**src/rtl/viterbi_2b4_pkg.sv**
```systemverilog
// Shared constants, types and helpers for the K=3 rate-1/2 Viterbi link.
// The LFSR constants are only used when ERR_INJ_EN is defined.
package viterbi_2b4_pkg;

    localparam logic [2:0]  G0         = 3'b111;
    localparam logic [2:0]  G1         = 3'b101;
    localparam int          NUM_STATES = 4;
    localparam int          METRIC_W   = 6;
    localparam int          RENORM_TH  = 32;
    localparam logic [15:0] LFSR_TAPS  = 16'hB400;
    localparam logic [15:0] LFSR_SEED  = 16'hACE1;
    localparam int          ERR_PERIOD = 16;

    typedef logic [1:0]          sym_t;
    typedef logic [METRIC_W-1:0] metric_t;

    localparam metric_t METRIC_MAX = '1;

    // Code symbol {c0,c1} for input bit b leaving state st = {b[n-1], b[n-2]}.
    function automatic sym_t enc_sym(input logic b, input logic [1:0] st);
        logic [2:0] win;
        win = {b, st};
        return {^(win & G0), ^(win & G1)};
    endfunction

    // Hamming distance between two symbols (0..2).
    function automatic logic [1:0] hamming(input sym_t a, input sym_t b);
        sym_t d;
        d = a ^ b;
        return {d[1] & d[0], d[1] ^ d[0]};
    endfunction

endpackage

```
**src/rtl/viterbi_acs_2b4.sv**
```systemverilog
// One add-compare-select unit: saturating adds of two candidate paths,
// keeps the smaller one; a tie keeps the lower-numbered predecessor (dec=0).
module viterbi_acs_2b4
    import viterbi_2b4_pkg::*;
(
    input  metric_t    pm0,
    input  logic [1:0] bm0,
    input  metric_t    pm1,
    input  logic [1:0] bm1,
    output metric_t    pm_new,
    output logic       dec
);

    logic [METRIC_W:0] sum0;
    logic [METRIC_W:0] sum1;
    metric_t           sat0;
    metric_t           sat1;

    // Add with saturation at the metric ceiling, then select the survivor.
    always_comb begin
        sum0   = {1'b0, pm0} + (METRIC_W+1)'(bm0);
        sum1   = {1'b0, pm1} + (METRIC_W+1)'(bm1);
        sat0   = sum0[METRIC_W] ? METRIC_MAX : sum0[METRIC_W-1:0];
        sat1   = sum1[METRIC_W] ? METRIC_MAX : sum1[METRIC_W-1:0];
        pm_new = sat0;
        dec    = 1'b0;
        if (sat1 < sat0) begin
            pm_new = sat1;
            dec    = 1'b1;
        end
    end

endmodule

```
**src/rtl/viterbi_txrx_2b4.sv**
```systemverilog
// K=3 rate-1/2 encoder -> error-injecting channel -> 4-state register-exchange
// Viterbi decoder -> alignment delay line. Optional macro ERR_INJ_EN enables
// the LFSR-driven single-bit error injection; without it the channel is clean.
// Pipeline: sym_p0 (encode), rx_p1 (channel), TB_DEPTH survivor steps,
// dec_p2 (decision), DL-bit delay line, decoder_o => LATENCY register stages.
module viterbi_txrx_2b4
    import viterbi_2b4_pkg::*;
#(
    parameter int LATENCY  = 4105,
    parameter int TB_DEPTH = 32
)
(
    input  logic clk,
    input  logic rst,
    input  logic encoder_i,
    input  logic enable_encoder_i,
    output logic decoder_o
);

    localparam int DL = LATENCY - TB_DEPTH - 4;

    logic [1:0]          enc_st;
    sym_t                sym_p0;
    sym_t                rx_p1;
    logic [1:0]          err_inj;
    logic [31:0]         word_ct;
    logic [31:0]         error_counter;

    metric_t             pm       [NUM_STATES];
    metric_t             pm_acs   [NUM_STATES];
    metric_t             pm_next  [NUM_STATES];
    logic                dec_acs  [NUM_STATES];
    logic [TB_DEPTH-1:0] surv     [NUM_STATES];
    logic [TB_DEPTH-1:0] surv_next[NUM_STATES];
    logic                all_hi;
    logic [1:0]          best;
    metric_t             best_pm;
    logic                dec_p2;
    logic [DL-1:0]       dly;

    // Encoder stage: shift register, registered code symbol and word counter.
    always_ff @(posedge clk or negedge rst) begin
        if (!rst) begin
            enc_st  <= '0;
            sym_p0  <= '0;
            word_ct <= '0;
        end else if (enable_encoder_i) begin
            sym_p0  <= enc_sym(encoder_i, enc_st);
            enc_st  <= {encoder_i, enc_st[1]};
            word_ct <= word_ct + 32'd1;
        end
    end

`ifdef ERR_INJ_EN
    localparam int GAP_W = $clog2(ERR_PERIOD + 1);

    logic [15:0]      lfsr;
    logic [GAP_W-1:0] gap;
    logic [1:0]       mask;

    // Error mask: one flipped bit when the LFSR low nibble is zero and enough pairs have passed.
    always_comb begin
        mask = 2'b00;
        if (lfsr[3:0] == 4'd0 && gap >= GAP_W'(ERR_PERIOD))
            mask = lfsr[4] ? 2'b10 : 2'b01;
    end

    // Channel stage: advance LFSR, apply mask, track spacing and error count.
    always_ff @(posedge clk or negedge rst) begin
        if (!rst) begin
            lfsr          <= LFSR_SEED;
            gap           <= '0;
            err_inj       <= '0;
            error_counter <= '0;
            rx_p1         <= '0;
        end else if (enable_encoder_i) begin
            lfsr    <= {1'b0, lfsr[15:1]} ^ (lfsr[0] ? LFSR_TAPS : 16'h0000);
            err_inj <= mask;
            rx_p1   <= sym_p0 ^ mask;
            if (mask != 2'b00) begin
                error_counter <= error_counter + 32'd1;
                gap           <= '0;
            end else if (gap < GAP_W'(ERR_PERIOD)) begin
                gap <= gap + 1'b1;
            end
        end
    end
`else
    assign err_inj       = 2'b00;
    assign error_counter = 32'd0;

    // Channel stage: clean pass-through register.
    always_ff @(posedge clk or negedge rst) begin
        if (!rst)
            rx_p1 <= '0;
        else if (enable_encoder_i)
            rx_p1 <= sym_p0;
    end
`endif

    // Trellis: next state j={b,b1} is reached from {j[0],0} or {j[0],1} with input b=j[1].
    for (genvar j = 0; j < NUM_STATES; j++) begin : g_acs
        localparam logic [1:0] ST = 2'(j);
        localparam logic [1:0] P0 = {ST[0], 1'b0};
        localparam logic [1:0] P1 = {ST[0], 1'b1};

        logic [1:0] bm0;
        logic [1:0] bm1;

        assign bm0 = hamming(rx_p1, enc_sym(ST[1], P0));
        assign bm1 = hamming(rx_p1, enc_sym(ST[1], P1));

        viterbi_acs_2b4 u_acs (
            .pm0    (pm[P0]),
            .bm0    (bm0),
            .pm1    (pm[P1]),
            .bm1    (bm1),
            .pm_new (pm_acs[j]),
            .dec    (dec_acs[j])
        );

        assign surv_next[j] = {(dec_acs[j] ? surv[P1][TB_DEPTH-2:0]
                                           : surv[P0][TB_DEPTH-2:0]), ST[1]};
    end

    // Renormalise: when every metric has reached the threshold, pull them all down.
    always_comb begin
        all_hi = 1'b1;
        for (int i = 0; i < NUM_STATES; i++)
            if (pm_acs[i] < metric_t'(RENORM_TH))
                all_hi = 1'b0;
        for (int i = 0; i < NUM_STATES; i++)
            pm_next[i] = all_hi ? (pm_acs[i] - metric_t'(RENORM_TH)) : pm_acs[i];
    end

    // Best state: smallest current metric, lowest index on ties.
    always_comb begin
        best    = 2'd0;
        best_pm = pm[0];
        for (int i = 1; i < NUM_STATES; i++) begin
            if (pm[i] < best_pm) begin
                best_pm = pm[i];
                best    = 2'(i);
            end
        end
    end

    // Survivor stage: metrics, register-exchange paths and the decided bit.
    always_ff @(posedge clk or negedge rst) begin
        if (!rst) begin
            for (int i = 0; i < NUM_STATES; i++) begin
                pm[i]   <= (i == 0) ? metric_t'(0) : METRIC_MAX;
                surv[i] <= '0;
            end
            dec_p2 <= 1'b0;
        end else if (enable_encoder_i) begin
            for (int i = 0; i < NUM_STATES; i++) begin
                pm[i]   <= pm_next[i];
                surv[i] <= surv_next[i];
            end
            dec_p2 <= surv[best][TB_DEPTH-1];
        end
    end

    // Alignment stage: delay line padding the path to exactly LATENCY edges.
    always_ff @(posedge clk or negedge rst) begin
        if (!rst) begin
            dly       <= '0;
            decoder_o <= 1'b0;
        end else if (enable_encoder_i) begin
            dly       <= {dly[DL-2:0], dec_p2};
            decoder_o <= dly[DL-1];
        end
    end

endmodule

```
**config.mk**
```make
export PLATFORM = sky130hd
export DESIGN_NAME = viterbi_txrx_2b4
export DESIGN_NICKNAME = d
export VERILOG_FILES = /design/src/rtl/viterbi_2b4_pkg.sv /design/src/rtl/viterbi_acs_2b4.sv /design/src/rtl/viterbi_txrx_2b4.sv
export SDC_FILE = /design/constraint.sdc
export NUM_CORES = 2
export LEC_CHECK = 0
export CAP_MARGIN = 20
export CORE_MARGIN = 1
export CORE_UTILIZATION = 40
export DETAILED_ROUTE_END_ITERATION = 12
export DONT_BUFFER_PORTS = 1
export REMOVE_ABC_BUFFERS = 1
export SLEW_MARGIN = 20
export SYNTH_ARGS = -nofsm -noshare
export SYNTH_HDL_FRONTEND = slang
export SYNTH_SLANG_ARGS = --single-unit
```
**constraint.sdc**
```tcl
create_clock -name clk -period 5.8 [get_ports clk]
set_input_delay 0.87 -clock clk [delete_from_list [all_inputs] [get_ports clk]]
set_output_delay 0.87 -clock clk [all_outputs]
set_load 0.05 [all_outputs]
```
Routed metal per tile:
Drawn at 0.5 px/um. 32 x 32 tiles, from dark purple (low) to yellow (high), scaled to the fullest tile. Values are wire area over tile area, all layers added.
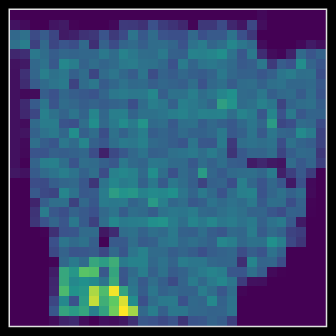
nearly empty tiles: 17%
fullest tile: 0.30
mean over tiles: 0.082
total track usage: 10.7%
WL final: 208 mm

Placement view:
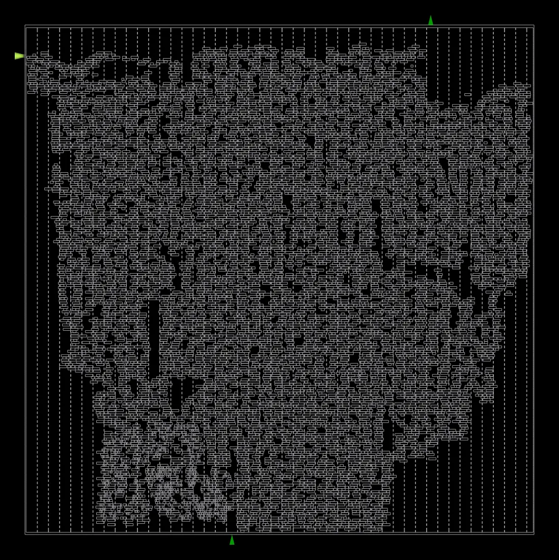
standard cell core area: 394000 sq um
tally of non-filler cells in the final layout: 15185
sequential share of cell area: 58.9%

==> impl_metrics.env <==
# flow metrics
export IMPL_postSynthSeqShare_pct=66.7
export IMPL_numPortBuffers=0
export IMPL_finalNetCount=9664
export IMPL_fp_dieArea_sq_um=399000
export IMPL_cts_sinks=4224
export IMPL_drtPass1Iterations=5
export IMPL_initial_antenna_violation_count=1
export IMPL_post_detailed_route_drc_marker_count=0
export IMPL_clockBufferDepth=4
export IMPL_setup_worst_path_class="in -> reg"
export IMPL_synth_warning_count=0
export IMPL_p_leak_nw=91.4
export IMPL_power_density_nw_per_um2=363
export IMPL_layout_min_cycle_time_ns=5.42
export IMPL_drt_initial_drc_count=3060
export IMPL_ir_worst_vdd_v=0.000516
export IMPL_worstPathBufferInverterCount=9
export IMPL_post_synth_cell_area_avg_sq_um=16.6
export IMPL_run_status="completed"
export IMPL_hold_path_cell_count=1
export IMPL_holdCritPathClass="in -> reg"
export IMPL_finalClockSkew_ns=0.0409
export IMPL_finish_utilization_pct=45.6
export IMPL_cp_start_kind="primary input"
export IMPL_layout_drive_gt1_share_pct=49.3
export IMPL_numSynthFlops=4224
export IMPL_timing_hold_worst_endpoint="dly[365]$_DFFE_PN0P_"
export IMPL_worstSetupEndpointType="flop"
export IMPL_finalWeightedCongestion=0.710
export IMPL_synth_cells=9571
export IMPL_setup_viol=0
export IMPL_r2r_path_end="dec_p2$_DFFE_PN0P_"
export IMPL_cts_inserted_buffers=430
export IMPL_cts_tree="done"
export IMPL_synthTopCellsByArea="sky130_fd_sc_hd__dfrtp_1 (66%), sky130_fd_sc_hd__mux2_2 (29%), sky130_fd_sc_hd__clkbuf_1 (1.1%)"
export IMPL_die_width_um=632
export IMPL_timing_critical_path_arrival_ns=6.25
export IMPL_min_from="enable_encoder_i"
export IMPL_ys_chip_area_sq_um=159000
export IMPL_cts_htree_levels=5
export IMPL_timing_slew_headroom_pct=32.4
export IMPL_worst_path_dominant_cell_family="buffers and inverters"
export IMPL_final_min_period_over_clock_period_pct=93.5
export IMPL_path_common_cell="sky130_fd_sc_hd__buf_16"
export IMPL_die_height_um=632
export IMPL_cp_required_ns=6.63
export IMPL_synth_top_flop_cell="sky130_fd_sc_hd__dfrtp_1"
export IMPL_warnings=105
export IMPL_worst_hold_margin_ns=0.124
export IMPL_critical_path_max_stage_delay_ns=0.70
Wiring by layer:
Drawn at 1 px/um. Only two layers are drawn.
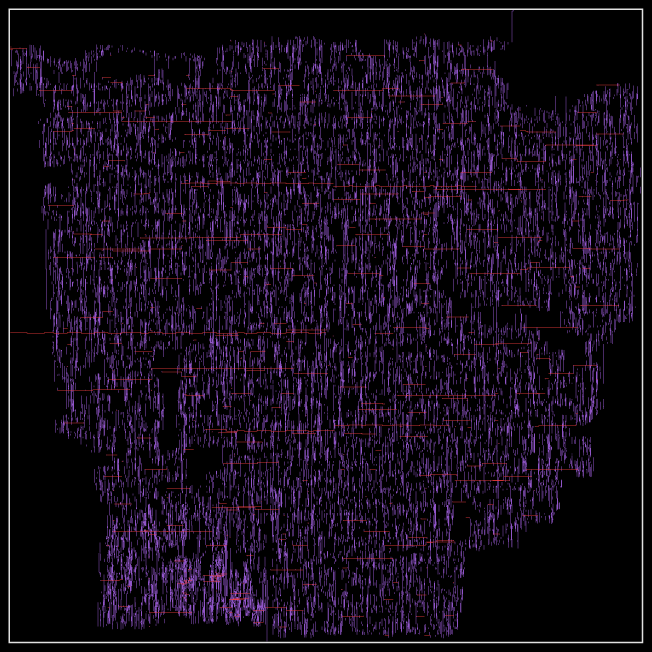
| layer | colour | wire length |
|---|---|---|
| M2 | purple | 100 mm |
| M3 | red | 6660 um |
wire length per cell: 13.7 um
detailed-route via count: 73412

-- layout make-up --
| type | instances | area, sq um | area share, % |
|---|---|---|---|
| sequential | 4224 | 106000 | 58.9 |
| multi-input combinational | 4789 | 50800 | 28.3 |
| clock buffer | 650 | 12800 | 7.15 |
| tap | 5220 | 6530 | 3.64 |
| timing repair buffer | 110 | 1880 | 1.05 |
| clock inverter | 145 | 1640 | 0.914 |
| inverter | 46 | 173 | 0.0962 |
| antenna | 1 | 2.50 | 0.00139 |
-- cells by family (layout without fill, tap and decap cells) --
kind of cell               after synthesis  after routing  synth area share [%]
other                                    0              1                     0
AOI/OAI and AO/OA                      249            249                 0.879
DFF                                   4224           4224                  66.7
and+or+nand+nor                        255            255                 0.701
muxes                                 4222           4222                  29.9
xor gates and xnor gates                 4              4                0.0221
adders and majority gates               59             59                 0.503
buffers and inverters                  558            951                  1.36
-- worst register-to-register path, delay by kind of cell, from the launching register on --
| kind | cells | cell delay (ns) |
|---|---|---|
| muxes | 1 | 0.35 |
| DFF | 1 | 0.57 |
| buffers and inverters | 1 | 0.18 |
| and+or+nand+nor | 4 | 0.76 |
| adders and majority gates | 3 | 0.95 |
| AOI/OAI and AO/OA | 11 | 2.16 |
-- metrics by stage --
| stage | setup TNS, ns | std cells | area, sq um |
|---|---|---|---|
| after CTS | 0 | 15172 | 179000 |
| after global placement | -754.06 | 14364 | 164000 |
| final | 0 | 15185 | 180000 |
| after detailed placement | -756.16 | 14370 | 165000 |
| after floorplan | -40.04 | 9059 | 157000 |
| after global routing | 0 | 15185 | 180000 |
-- synthesized netlist by cell type, drive strengths merged (5+ instances only) --
cell type and count:
a21oi 154, dfrtp 4206, nor3 10, o21ai 46, buf 32, a31oi 6, o211ai 6, mux2 4088
nand2 32, nand3 11, nand4 6, nor2b 7, fa 8, inv 45, nand2b 5, mux2i 134
clkbuf 480, dfstp 18, or3 5, ha 51, nor2 166
-- power breakdown --
part	leakage, nW	total, mW	switching, mW	internal, mW
combinational	25.9	7.01	4.08	2.93
sequential	58.4	30.6	0.511	30.1
clock	7.13	27.5	11.2	16.3
total	91.4	65.1	15.7	49.4
-- layer usage --
metal	up-vias	GRT usage (%)	wire length [um]
met4	0	3.42	6470
met2	572	18.2	100000
met3	466	1.89	6660
met1	38375	13.8	95000
met5	-	0	0
li1	33999	-	-
-- state kept, by name, summed over array words and instances (netlist names) --
register	cells
sym_p0	2
decoder_o	1
dec_p2	1
dly	4069
enc_st	2
rx_p1	2
pm	24
surv	123
-- timing repair --
action                                  in CTS  in global routing
hold buffers                                 4                  0
cloned                                       3                  2
buffers inserted                             0                  0
pin swaps                                    0                  0
endpoints found under the hold margin       72                  0
endpoints found under the setup margin     240                241
gates resized                                0                  1
Power figures rest on the tool's default switching activity, not on a simulated workload.
